--- config.mk ---
export PLATFORM = sky130hd
export DESIGN_NAME = rectangle_dec_flat
export DESIGN_NICKNAME = d
export VERILOG_FILES = /design/src/rtl/rectangle_dec_pkg.sv /design/src/rtl/rectangle_dec_if.sv /design/src/rtl/rectangle_dec_key_sched.sv /design/src/rtl/rectangle_dec.sv /design/src/flat_wrapper.sv
export SDC_FILE = /design/constraint.sdc
export NUM_CORES = 1
export LEC_CHECK = 0
export CORE_MARGIN = 1.5
export CORE_UTILIZATION = 40
export DETAILED_ROUTE_END_ITERATION = 10
export GPL_ROUTABILITY_DRIVEN = 0
export PLACE_DENSITY_LB_ADDON = 0.05
export SYNTH_ARGS = -nofsm -noshare
export SYNTH_HDL_FRONTEND = slang
export SYNTH_SLANG_ARGS = --single-unit
--- constraint.sdc ---
create_clock -name i_clk -period 13.75 [get_ports i_clk]
set_clock_uncertainty 0.2 [all_clocks]
set_input_delay 3.4375 -clock i_clk [delete_from_list [all_inputs] [get_ports i_clk]]
set_output_delay 3.4375 -clock i_clk [all_outputs]
set_load 0.05 [all_outputs]
--- src/rtl/rectangle_dec_pkg.sv ---
// Shared RECTANGLE-128 definitions: cipher constants, FSM state type and the
// S-box, row-shift, key-schedule and round-constant helpers used by both the
// encryption and decryption cores.
package rectangle_pkg;

    localparam int         ROUNDS  = 25;
    localparam logic [4:0] RC_INIT = 5'h01;

    localparam int                 CNT_W    = $clog2(ROUNDS);
    localparam logic [CNT_W-1:0]   CNT_LAST = CNT_W'(ROUNDS - 1);

    typedef enum logic [1:0] {
        ST_IDLE,
        ST_EXPAND,
        ST_DECRYPT,
        ST_DONE
    } dec_state_t;

    // 4-bit S-box; input bit i comes from row i of one column.
    function automatic logic [3:0] sbox(input logic [3:0] x);
        logic [3:0] y;
        case (x)
            4'h0: y = 4'h6;  4'h1: y = 4'h5;  4'h2: y = 4'hC;  4'h3: y = 4'hA;
            4'h4: y = 4'h1;  4'h5: y = 4'hE;  4'h6: y = 4'h7;  4'h7: y = 4'h9;
            4'h8: y = 4'hB;  4'h9: y = 4'h0;  4'hA: y = 4'h3;  4'hB: y = 4'hD;
            4'hC: y = 4'h8;  4'hD: y = 4'hF;  4'hE: y = 4'h4;  default: y = 4'h2;
        endcase
        return y;
    endfunction

    function automatic logic [3:0] inv_sbox(input logic [3:0] x);
        logic [3:0] y;
        case (x)
            4'h0: y = 4'h9;  4'h1: y = 4'h4;  4'h2: y = 4'hF;  4'h3: y = 4'hA;
            4'h4: y = 4'hE;  4'h5: y = 4'h1;  4'h6: y = 4'h0;  4'h7: y = 4'h6;
            4'h8: y = 4'hC;  4'h9: y = 4'h7;  4'hA: y = 4'h3;  4'hB: y = 4'h8;
            4'hC: y = 4'h2;  4'hD: y = 4'hB;  4'hE: y = 4'h5;  default: y = 4'hD;
        endcase
        return y;
    endfunction

    // Column-wise S-box over all 16 columns of the 4x16 state.
    function automatic logic [63:0] sub_column(input logic [63:0] s);
        logic [63:0] r;
        logic [3:0]  c;
        r = s;
        for (int j = 0; j < 16; j++) begin
            c = sbox({s[48+j], s[32+j], s[16+j], s[j]});
            {r[48+j], r[32+j], r[16+j], r[j]} = c;
        end
        return r;
    endfunction

    function automatic logic [63:0] inv_sub_column(input logic [63:0] s);
        logic [63:0] r;
        logic [3:0]  c;
        r = s;
        for (int j = 0; j < 16; j++) begin
            c = inv_sbox({s[48+j], s[32+j], s[16+j], s[j]});
            {r[48+j], r[32+j], r[16+j], r[j]} = c;
        end
        return r;
    endfunction

    // Row rotations: row1 <<<1, row2 <<<12, row3 <<<13.
    function automatic logic [63:0] shift_row(input logic [63:0] s);
        return {s[50:48], s[63:51], s[35:32], s[47:36], s[30:16], s[31], s[15:0]};
    endfunction

    function automatic logic [63:0] inv_shift_row(input logic [63:0] s);
        return {s[60:48], s[63:61], s[43:32], s[47:44], s[16], s[31:17], s[15:0]};
    endfunction

    // S-box over key columns 0..7 only (32-bit rows).
    function automatic logic [127:0] key_sub(input logic [127:0] k, input bit inverse);
        logic [127:0] r;
        logic [3:0]   c;
        r = k;
        for (int j = 0; j < 8; j++) begin
            c = {k[96+j], k[64+j], k[32+j], k[j]};
            c = inverse ? inv_sbox(c) : sbox(c);
            {r[96+j], r[64+j], r[32+j], r[j]} = c;
        end
        return r;
    endfunction

    function automatic logic [127:0] key_update(input logic [127:0] k, input logic [4:0] rc);
        logic [127:0] t;
        logic [31:0]  r0, r1, r2, r3, n0;
        t  = key_sub(k, 1'b0);
        r0 = t[31:0];
        r1 = t[63:32];
        r2 = t[95:64];
        r3 = t[127:96];
        n0 = {r0[23:0], r0[31:24]} ^ r1;
        n0[4:0] = n0[4:0] ^ rc;
        return {r0, {r2[15:0], r2[31:16]} ^ r3, r2, n0};
    endfunction

    function automatic logic [127:0] inv_key_update(input logic [127:0] k, input logic [4:0] rc);
        logic [31:0] n0, r0, r1, r2, r3;
        n0 = k[31:0] ^ {27'd0, rc};
        r0 = k[127:96];
        r2 = k[63:32];
        r1 = n0 ^ {r0[23:0], r0[31:24]};
        r3 = k[95:64] ^ {r2[15:0], r2[31:16]};
        return key_sub({r3, r2, r1, r0}, 1'b1);
    endfunction

    function automatic logic [4:0] lfsr(input logic [4:0] rc);
        return {rc[3:0], rc[4] ^ rc[2]};
    endfunction

    // Shifted-out bit rc[4] is recovered from the feedback bit and rc[2] (now at bit 3).
    function automatic logic [4:0] inv_lfsr(input logic [4:0] rc);
        return {rc[0] ^ rc[3], rc[4:1]};
    endfunction

endpackage

--- src/rtl/rectangle_dec_if.sv ---
// Request/response bundle of the RECTANGLE-128 decryption core.
interface rectangle_dec_if;
    logic         i_start;
    logic [63:0]  iv_ciphertext;
    logic [127:0] iv_key;
    logic         o_busy;
    logic         o_done;
    logic [63:0]  ov_data;

    modport master (
        output i_start, iv_ciphertext, iv_key,
        input  o_busy, o_done, ov_data
    );

    modport slave (
        input  i_start, iv_ciphertext, iv_key,
        output o_busy, o_done, ov_data
    );
endinterface

--- src/rtl/rectangle_dec_key_sched.sv ---
// Key and round-constant registers; steps the schedule forward during
// expansion and backward during decryption, exposing the current round key
// and the round key that the next backward step will produce.
module rectangle_inv_key_sched
    import rectangle_pkg::*;
(
    input  logic         clk,
    input  logic         rst,
    input  logic         load,
    input  logic         fwd_step,
    input  logic         fwd_rc_adv,
    input  logic         inv_step,
    input  logic [127:0] key_in,
    output logic [63:0]  round_key,
    output logic [63:0]  round_key_after_inv
);

    logic [127:0] key_reg;
    logic [4:0]   rc_reg;
    logic [127:0] key_fwd;
    logic [127:0] key_inv;

    assign key_fwd = key_update(key_reg, rc_reg);
    assign key_inv = inv_key_update(key_reg, rc_reg);

    // Round key = low 16 bits of each 32-bit key row.
    for (genvar gi = 0; gi < 4; gi++) begin : g_round_key
        assign round_key[16*gi +: 16]           = key_reg[32*gi +: 16];
        assign round_key_after_inv[16*gi +: 16] = key_inv[32*gi +: 16];
    end

    // Load on acceptance, otherwise walk the schedule in the requested direction.
    always_ff @(posedge clk or posedge rst) begin
        if (rst) begin
            key_reg <= '0;
            rc_reg  <= '0;
        end else if (load) begin
            key_reg <= key_in;
            rc_reg  <= RC_INIT;
        end else if (fwd_step) begin
            key_reg <= key_fwd;
            if (fwd_rc_adv) begin
                rc_reg <= lfsr(rc_reg);
            end
        end else if (inv_step) begin
            key_reg <= key_inv;
            rc_reg  <= inv_lfsr(rc_reg);
        end
    end

endmodule

--- src/rtl/rectangle_dec.sv ---
// RECTANGLE-128 round-based decryption core: expands the key to the last
// round key, then runs one inverse round per cycle while stepping the key
// schedule backwards.
module rectangle_dec
    import rectangle_pkg::*;
(
    input  logic           i_clk,
    input  logic           i_rst,
    rectangle_dec_if.slave bus
);

    dec_state_t       fsm_reg;
    logic [CNT_W-1:0] cnt_reg;
    logic [63:0]      state_reg;
    logic [63:0]      data_reg;
    logic             busy_reg;
    logic             done_reg;

    logic             accept;
    logic [63:0]      round_key;
    logic [63:0]      round_key_after_inv;
    logic [63:0]      dec_next;

    assign accept   = ((fsm_reg == ST_IDLE) || (fsm_reg == ST_DONE)) && bus.i_start;
    assign dec_next = inv_sub_column(inv_shift_row(state_reg ^ round_key));

    rectangle_inv_key_sched u_key_sched (
        .clk                 (i_clk),
        .rst                 (i_rst),
        .load                (accept),
        .fwd_step            (fsm_reg == ST_EXPAND),
        .fwd_rc_adv          ((fsm_reg == ST_EXPAND) && (cnt_reg != CNT_LAST)),
        .inv_step            (fsm_reg == ST_DECRYPT),
        .key_in              (bus.iv_key),
        .round_key           (round_key),
        .round_key_after_inv (round_key_after_inv)
    );

    // Control FSM, round counter, state datapath and registered outputs.
    always_ff @(posedge i_clk or posedge i_rst) begin
        if (i_rst) begin
            fsm_reg   <= ST_IDLE;
            cnt_reg   <= '0;
            state_reg <= '0;
            data_reg  <= '0;
            busy_reg  <= 1'b0;
            done_reg  <= 1'b0;
        end else begin
            done_reg <= 1'b0;
            case (fsm_reg)
                ST_IDLE, ST_DONE: begin
                    if (accept) begin
                        state_reg <= bus.iv_ciphertext;
                        cnt_reg   <= '0;
                        busy_reg  <= 1'b1;
                        fsm_reg   <= ST_EXPAND;
                    end else begin
                        fsm_reg   <= ST_IDLE;
                    end
                end
                ST_EXPAND: begin
                    // The last expansion step leaves cnt at ROUNDS-1, ready to count down.
                    if (cnt_reg == CNT_LAST) begin
                        fsm_reg <= ST_DECRYPT;
                    end else begin
                        cnt_reg <= cnt_reg + CNT_W'(1);
                    end
                end
                ST_DECRYPT: begin
                    state_reg <= dec_next;
                    if (cnt_reg == '0) begin
                        // Final whitening uses K0, which the key schedule produces this cycle.
                        data_reg <= dec_next ^ round_key_after_inv;
                        done_reg <= 1'b1;
                        busy_reg <= 1'b0;
                        fsm_reg  <= ST_DONE;
                    end else begin
                        cnt_reg  <= cnt_reg - CNT_W'(1);
                    end
                end
                default: begin
                    fsm_reg  <= ST_IDLE;
                    busy_reg <= 1'b0;
                end
            endcase
        end
    end

    assign bus.o_busy  = busy_reg;
    assign bus.o_done  = done_reg;
    assign bus.ov_data = data_reg;

endmodule
--- src/flat_wrapper.sv ---
// flat-port wrapper written by rule: the top's interface ports become plain ports
module rectangle_dec_flat import rectangle_pkg::*;
  (i_clk, i_rst, bus_i_start, bus_iv_ciphertext, bus_iv_key, bus_o_busy, bus_o_done, bus_ov_data);
  rectangle_dec_if bus_i ();
  input  logic i_clk;
  input  logic i_rst;
  input wire logic [$bits(bus_i.i_start)-1:0] bus_i_start;
  input wire logic [$bits(bus_i.iv_ciphertext)-1:0] bus_iv_ciphertext;
  input wire logic [$bits(bus_i.iv_key)-1:0] bus_iv_key;
  output wire logic [$bits(bus_i.o_busy)-1:0] bus_o_busy;
  output wire logic [$bits(bus_i.o_done)-1:0] bus_o_done;
  output wire logic [$bits(bus_i.ov_data)-1:0] bus_ov_data;
  assign bus_i.i_start = bus_i_start;
  assign bus_i.iv_ciphertext = bus_iv_ciphertext;
  assign bus_i.iv_key = bus_iv_key;
  assign bus_o_busy = bus_i.o_busy;
  assign bus_o_done = bus_i.o_done;
  assign bus_ov_data = bus_i.ov_data;
  rectangle_dec u_core (.i_clk(i_clk), .i_rst(i_rst), .bus(bus_i));
endmodule
==> run_1/final_placement.png <==
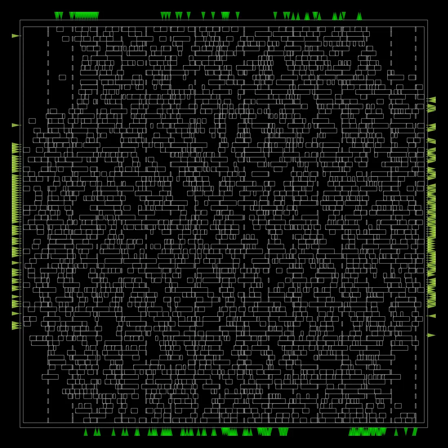
core utilization of the finished layout: 0.490
number of flip-flops and latches: 270

==> run_1/cell_classes.png <==
The bar under the picture is 50 um long. Fill, decap, tap and diode cells in grey.
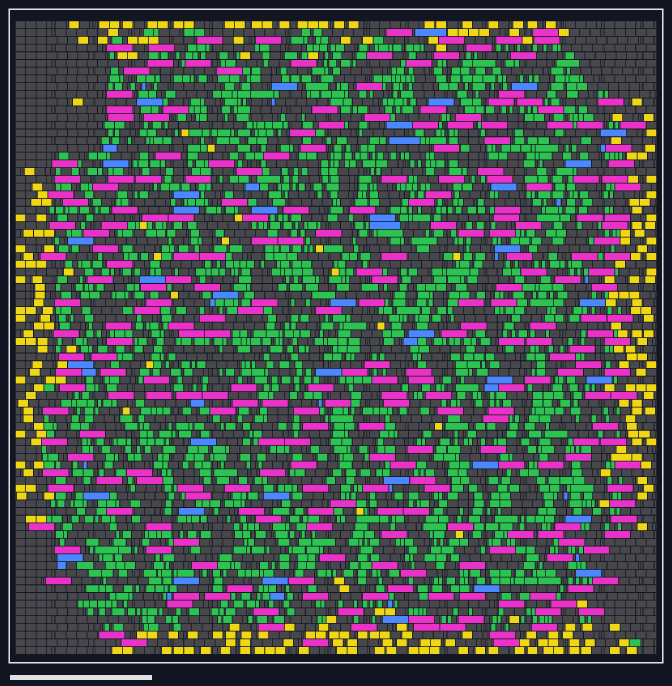
| colour | class | cells | share of their area |
|---|---|---|---|
| blue | clock drivers and dummy loads | 62 | 4.9% |
| yellow | other buffers and delay cells | 277 | 12% |
| green | all other logic | 1,778 | 55% |
| magenta | flops | 270 | 28% |

==> run_1/met2.png <==
The bar under the picture is 50 um long.
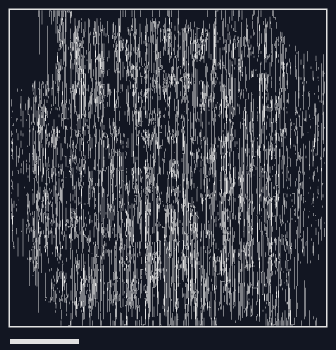
wire length on this layer: 29.1 mm
share of all routed wire: 42%

==> summary.txt, run 1 <==
The full implementation flow was run.

The number of buffers and inverters on the critical path is 1. Per the cell usage report, the commonest logic cell in the layout is sky130_fd_sc_hd__mux2i_1. STA classifies the critical path endpoint as a primary output. At the worst endpoint, the arrival time is roughly 1800 ps. After synthesis the netlist holds a flip-flop and latch count of 270. The half-perimeter wire length of the detailed placement result stands at between 50 and 60 mm. Prior to clock tree synthesis, the placed netlist has a worst setup slack of between 7000 and 8000 ps. In the routed layout, each cell is associated on average with a via count of approximately 5.5. The startpoint identified for the worst hold timing path is u_core.bus.ov_data[9].

The number of remaining DRC errors stands at 0. The global router reports that the layer with the highest usage is met1. The commonest cells after synthesis are sky130_fd_sc_hd__mux2i_1 (281), sky130_fd_sc_hd__dfrtp_1 (270), sky130_fd_sc_hd__xnor2_1 (186).

The required time at the worst-slack endpoint stands at between 10,000 and 15,000 ps. The flow ran to the end, and the final reports show no timing, DRC or antenna violations. The routed length on met1 stands at 34.2 mm. The initial antenna violation count stands at 0. Per Yosys stat, the portion of area used by sequential elements is 0.329. The number of antenna diodes in the final layout is 0. In the floorplan report the effective utilization is 0.408. From the final report, the count of setup violators was given as 0.

The chip area stands at 0.0527 mm2. The top-area cell type share of the netlist area stands at 0.329. The setup slack of the most critical reg-to-reg path stands at 9860 ps. After synthesis, the design contains 2,212 cells according to Yosys. In this run, the synthesized area fraction spent on adder and majority cells is recorded as 0.0634. Of all cell types, the one taking the most synthesized area is sky130_fd_sc_hd__dfrtp_1.

The launch point of the critical path was reported as u_core.bus.ov_data[56]. From bottom edge to top edge, the die measures approximately 230 um. In the finished design, the share of the clock period the worst path needs comes to 0.395. The timing report gives the biggest stage delay along the critical path as a little over 800 ps.

The tool flagged a number of max-cap violations equal to 0. Checking hold timing, the worst path is listed with class register to register. The top cell types in the final layout, fill and taps aside, are sky130_fd_sc_hd__mux2i_1 (281), sky130_fd_sc_hd__dfrtp_1 (270), sky130_fd_sc_hd__clkdlybuf4s50_1 (259). Once iteration 0 of detailed routing completed, the report listed about 1,400 DRC markers. After synthesis the cells add up to 0.0205 mm2.

Routing resource usage on met1 recorded by global route was 0.400. Yosys reports the multiplexer fraction of the synthesized area as 0.183.
==> run 1: area by class of cell <==
| class | instances | area (um2) |
|---|---|---|
| fillers | 4788 | 25700 |
| repair buffers | 277 | 2740 |
| multi-input cells | 1672 | 12800 |
| clock buffers | 53 | 1060 |
| clock inverters | 9 | 124 |
| flip-flops and latches | 270 | 6760 |
| well taps | 672 | 841 |
| inverters | 106 | 405 |
==> run 1: worst max path at each step <==
| stage | to | cells after the start | slack (ps) |
|---|---|---|---|
| after floorplan | u_core.bus.o_busy | 1 | 2670 |
| after global placement | u_core.state_reg[4] | 6 | 7940 |
| after detailed placement | u_core.state_reg[36] | 6 | 7870 |
| after CTS | bus_ov_data[56] | 1 | 8280 |
| after global routing | u_core.state_reg[36] | 7 | 8200 |
| final | bus_ov_data[56] | 1 | 8320 |
==> run 2, diff against run 1 <==
==> constraint.sdc (replaced) <==
create_clock -name i_clk -period 4.65 [get_ports i_clk]
set_clock_uncertainty 0.2 [all_clocks]
set_input_delay 1.1625 -clock i_clk [delete_from_list [all_inputs] [get_ports i_clk]]
set_output_delay 1.1625 -clock i_clk [all_outputs]
set_load 0.05 [all_outputs]
==> run_2/cell_classes.png <==
The bar under the picture is 50 um long. Fill, decap, tap and diode cells in grey.
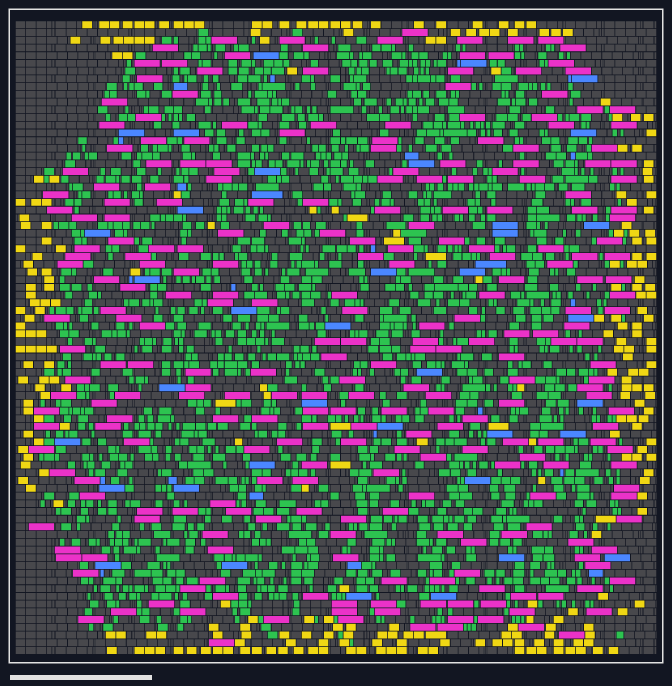
| colour | class | cells | share of their area |
|---|---|---|---|
| yellow | other buffers and delay cells | 283 | 12% |
| green | all other logic | 1,778 | 55% |
| magenta | flops | 270 | 28% |
| blue | clock drivers and dummy loads | 60 | 4.7% |

==> summary.txt, run 2 <==
The full implementation flow was run.

The antenna cell count is 0 (unchanged). The portion of the post-synthesis area used by sequential elements is 0.329 (unchanged). The post-synthesis instance area stands at 0.0205 mm2 (unchanged). Checking hold timing, the worst path is listed with class register to register.

The worst slack after detailed placement is 1540 ps (-6330 ps). The routed length on met1 came to 35.3 mm (+3.1%). The worst endpoint data arrival time came to 1800 ps (about the same). Dividing the final minimum period by the clock period gives 0.680.

The largest incremental delay on the critical path stands at 830 ps (about the same). Looking at hold timing, the worst path starts from u_core.bus.ov_data[62]. The number of tapcells was 672 (unchanged). The number of fill cells stands at 4,722 (-1.4%). The sequential cell count of the final layout stands at 270 (unchanged). The count of inverters not on the clock network in the layout was 106 (unchanged). Global routing put the most usage on met1.

The register fraction of the total cell area stands at 0.273 (-0.00106). The flow ran to the end, and the final reports show no timing, DRC or antenna violations. The required time at the worst-slack endpoint stands at 3290 ps (-6820 ps).

The setup slack of the most critical reg-to-reg path stands at 1560 ps (-8300 ps). The top-area cell type share of the netlist area is 0.329 (unchanged). The initial cell density of the core stands at 0.408 (unchanged).

The footprint of the multi-input gates stands at 0.0128 mm2 (unchanged). The clock-cell share of area stands at 0.0458 (-0.00200). The fraction of the core area covered by cells at the end of the flow stands at 0.492 (+0.00191). The half-perimeter wire length of the detailed placement result was 52.4 mm (+2.0%). The top cell types in the final layout, fill and taps aside, are sky130_fd_sc_hd__mux2i_1 (281), sky130_fd_sc_hd__dfrtp_1 (270), sky130_fd_sc_hd__clkdlybuf4s50_1 (259). In the final design, more cell area goes to logic gates than to any other class. Sorting the Yosys area breakdown by cell type puts at the top sky130_fd_sc_hd__dfrtp_1. The multi-input combinational gate total stands at 1,672 (unchanged).

The number of non-clock buffers stands at 283 (+2.2%).
==> run_2/clock_map.png <==
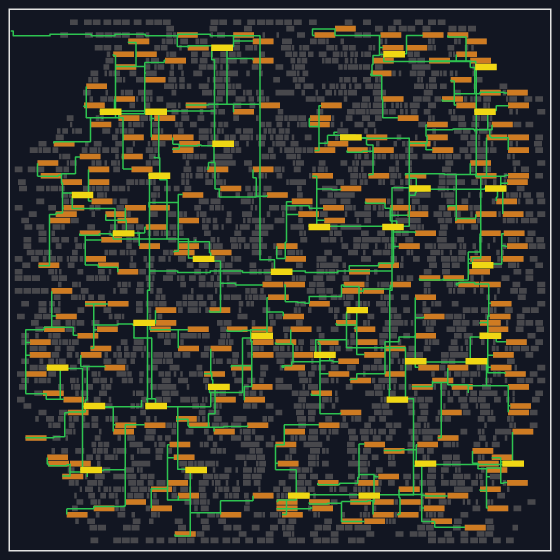
[orange] flip-flops | count: 270
[yellow] cells driving clock nets | count: 36
[green] clock wires | length: 4,620 um
flops lie: all over the die
routed clock nets: 37

==> run 2: worst max-delay path by stage <==
stage,depth (start not counted),slack [ps],endpoint
after floorplan,1,-280,u_core.bus.o_busy
after global placement,6,1610,u_core.bus.ov_data[21]
after detailed placement,6,1540,u_core.bus.ov_data[21]
after CTS,1,1450,bus_ov_data[27]
after global routing,6,1310,u_core.bus.ov_data[37]
final,1,1490,bus_ov_data[27]
==> run 2: cell families after synthesis <==
| family | after synthesis | synth area share |
|---|---|---|
| and+or+nand+nor | 406 | 0.0871 |
| DFF | 270 | 0.329 |
| xor gates and xnor gates | 289 | 0.127 |
| buffers and inverters | 270 | 0.0519 |
| adders and majority gates | 104 | 0.0634 |
| muxes | 343 | 0.183 |
| AOI/OAI and AO/OA | 530 | 0.159 |
==> run 3, diff against run 2 <==
==> constraint.sdc (replaced) <==
create_clock -name i_clk -period 2.9 [get_ports i_clk]
set_clock_uncertainty 0.2 [all_clocks]
set_input_delay 0.725 -clock i_clk [delete_from_list [all_inputs] [get_ports i_clk]]
set_output_delay 0.725 -clock i_clk [all_outputs]
set_load 0.05 [all_outputs]
==> run_3/cell_classes.png <==
The bar under the picture is 50 um long. Fill, decap, tap and diode cells in grey.
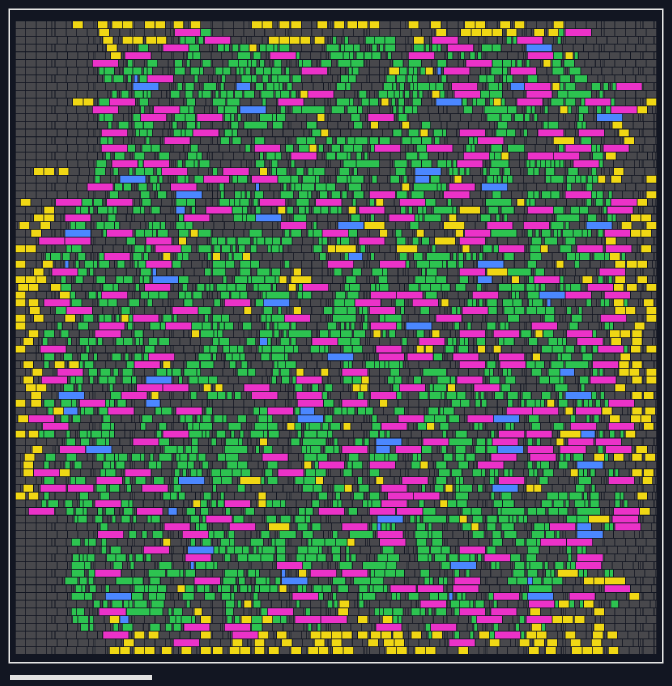
| colour | class | cells | share of their area |
|---|---|---|---|
| blue | clock drivers and dummy loads | 64 | 4.7% |
| magenta | flops | 270 | 27% |
| yellow | other buffers and delay cells | 370 | 15% |
| green | all other logic | 1,778 | 53% |

==> summary.txt, run 3 <==
The full implementation flow was run.

The flow ran to the end, and the final reports show no timing, DRC or antenna violations. Of the available clock period, the critical path in the final layout requires 0.961. The worst slack after detailed placement stands at 133 ps (-1400 ps). The required time at the worst-slack endpoint stands at 1980 ps (-1310 ps). The worst endpoint data arrival time stands at 1860 ps (+60 ps). The largest total area in the synthesized netlist belongs to sky130_fd_sc_hd__dfrtp_1.

The count of inverters not on the clock network in the layout was 106 (unchanged). The post-synthesis compound-gate area fraction stands at 0.159 (unchanged). The number of non-clock buffers came to 370 (+31%). In this run the most used layer during global routing was met1.

The post-synthesis instance area stands at 0.0205 mm2 (unchanged). The sequential cell count of the final layout stands at 270 (unchanged). The antenna cell count stands at 1 (+1). The fraction of the core area covered by cells at the end of the flow stands at 0.507 (+0.0153). The post-synthesis share of cell area spent on full adders, half adders and majority gates stands at 0.0634 (unchanged). The xor and xnor fraction of the mapped netlist area came to 0.127 (unchanged). The largest cell class by area is logic gates.

According to the finish report, the design has a final net count of 2,755. The number of tapcells came to 672 (unchanged). The half-perimeter wire length of the detailed placement result is 56.9 mm (+8.6%).

The initial cell density of the core is 0.408 (unchanged). The portion of the post-synthesis area used by sequential elements was 0.329 (unchanged). Per STA, the worst path accumulates the most delay in the family buffers and inverters. Of the combinational cells, the family taking the most area is multiplexers. The largest incremental delay on the critical path stands at 850 ps (+20 ps). The portion of netlist area occupied by mux cells is 0.183 (unchanged).

The top-area cell type share of the netlist area stands at 0.329 (unchanged). The footprint of the multi-input gates stands at 0.0128 mm2 (about the same). The multi-input combinational gate total stands at 1,672 (unchanged). The worst hold path belongs to the class register to register. The clock-cell share of area is 0.0457 (-0.000110). The number of max-cap violations stands at 0.

The area share of and/or/nand/nor cells after synthesis came to 0.0871 (unchanged). Per the OpenROAD floorplan log, the area of the die is 0.0527 mm2.
==> run_3/final_placement.png <==
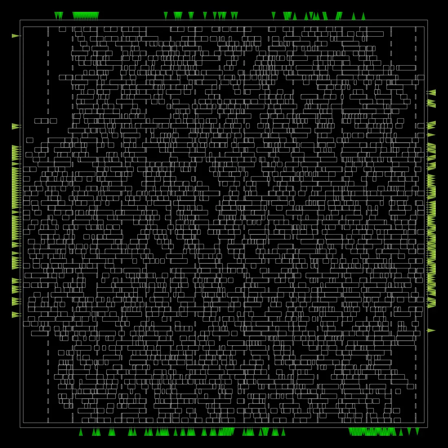
share of cell area taken by flip-flops and latches: 0.264
fill count: 4,687

## run 3: final timing paths
check / start / to / slack (ps) / depth (start not counted)
worst max-delay path: u_core.bus.ov_data[35] / bus_ov_data[35] / 110 / 1
worst min-delay path: u_core.bus.ov_data[31] / u_core.bus.ov_data[31] / 280 / 2
worst max register to register: u_core.u_key_sched.key_reg[6] / u_core.bus.ov_data[6] / 210 / 5
worst min register to register: u_core.bus.ov_data[31] / u_core.bus.ov_data[31] / 280 / 2
max in group asynchronous: i_rst / u_core.u_key_sched.key_reg[60] / 1510 / 4
min in group asynchronous: i_rst / u_core.bus.ov_data[41] / 490 / 3
## run 3: what timing repair did
item | CTS | global route
hold buffers | 0 | 0
setup endpoints to repair | 0 | 1
gates resized | 0 | 2
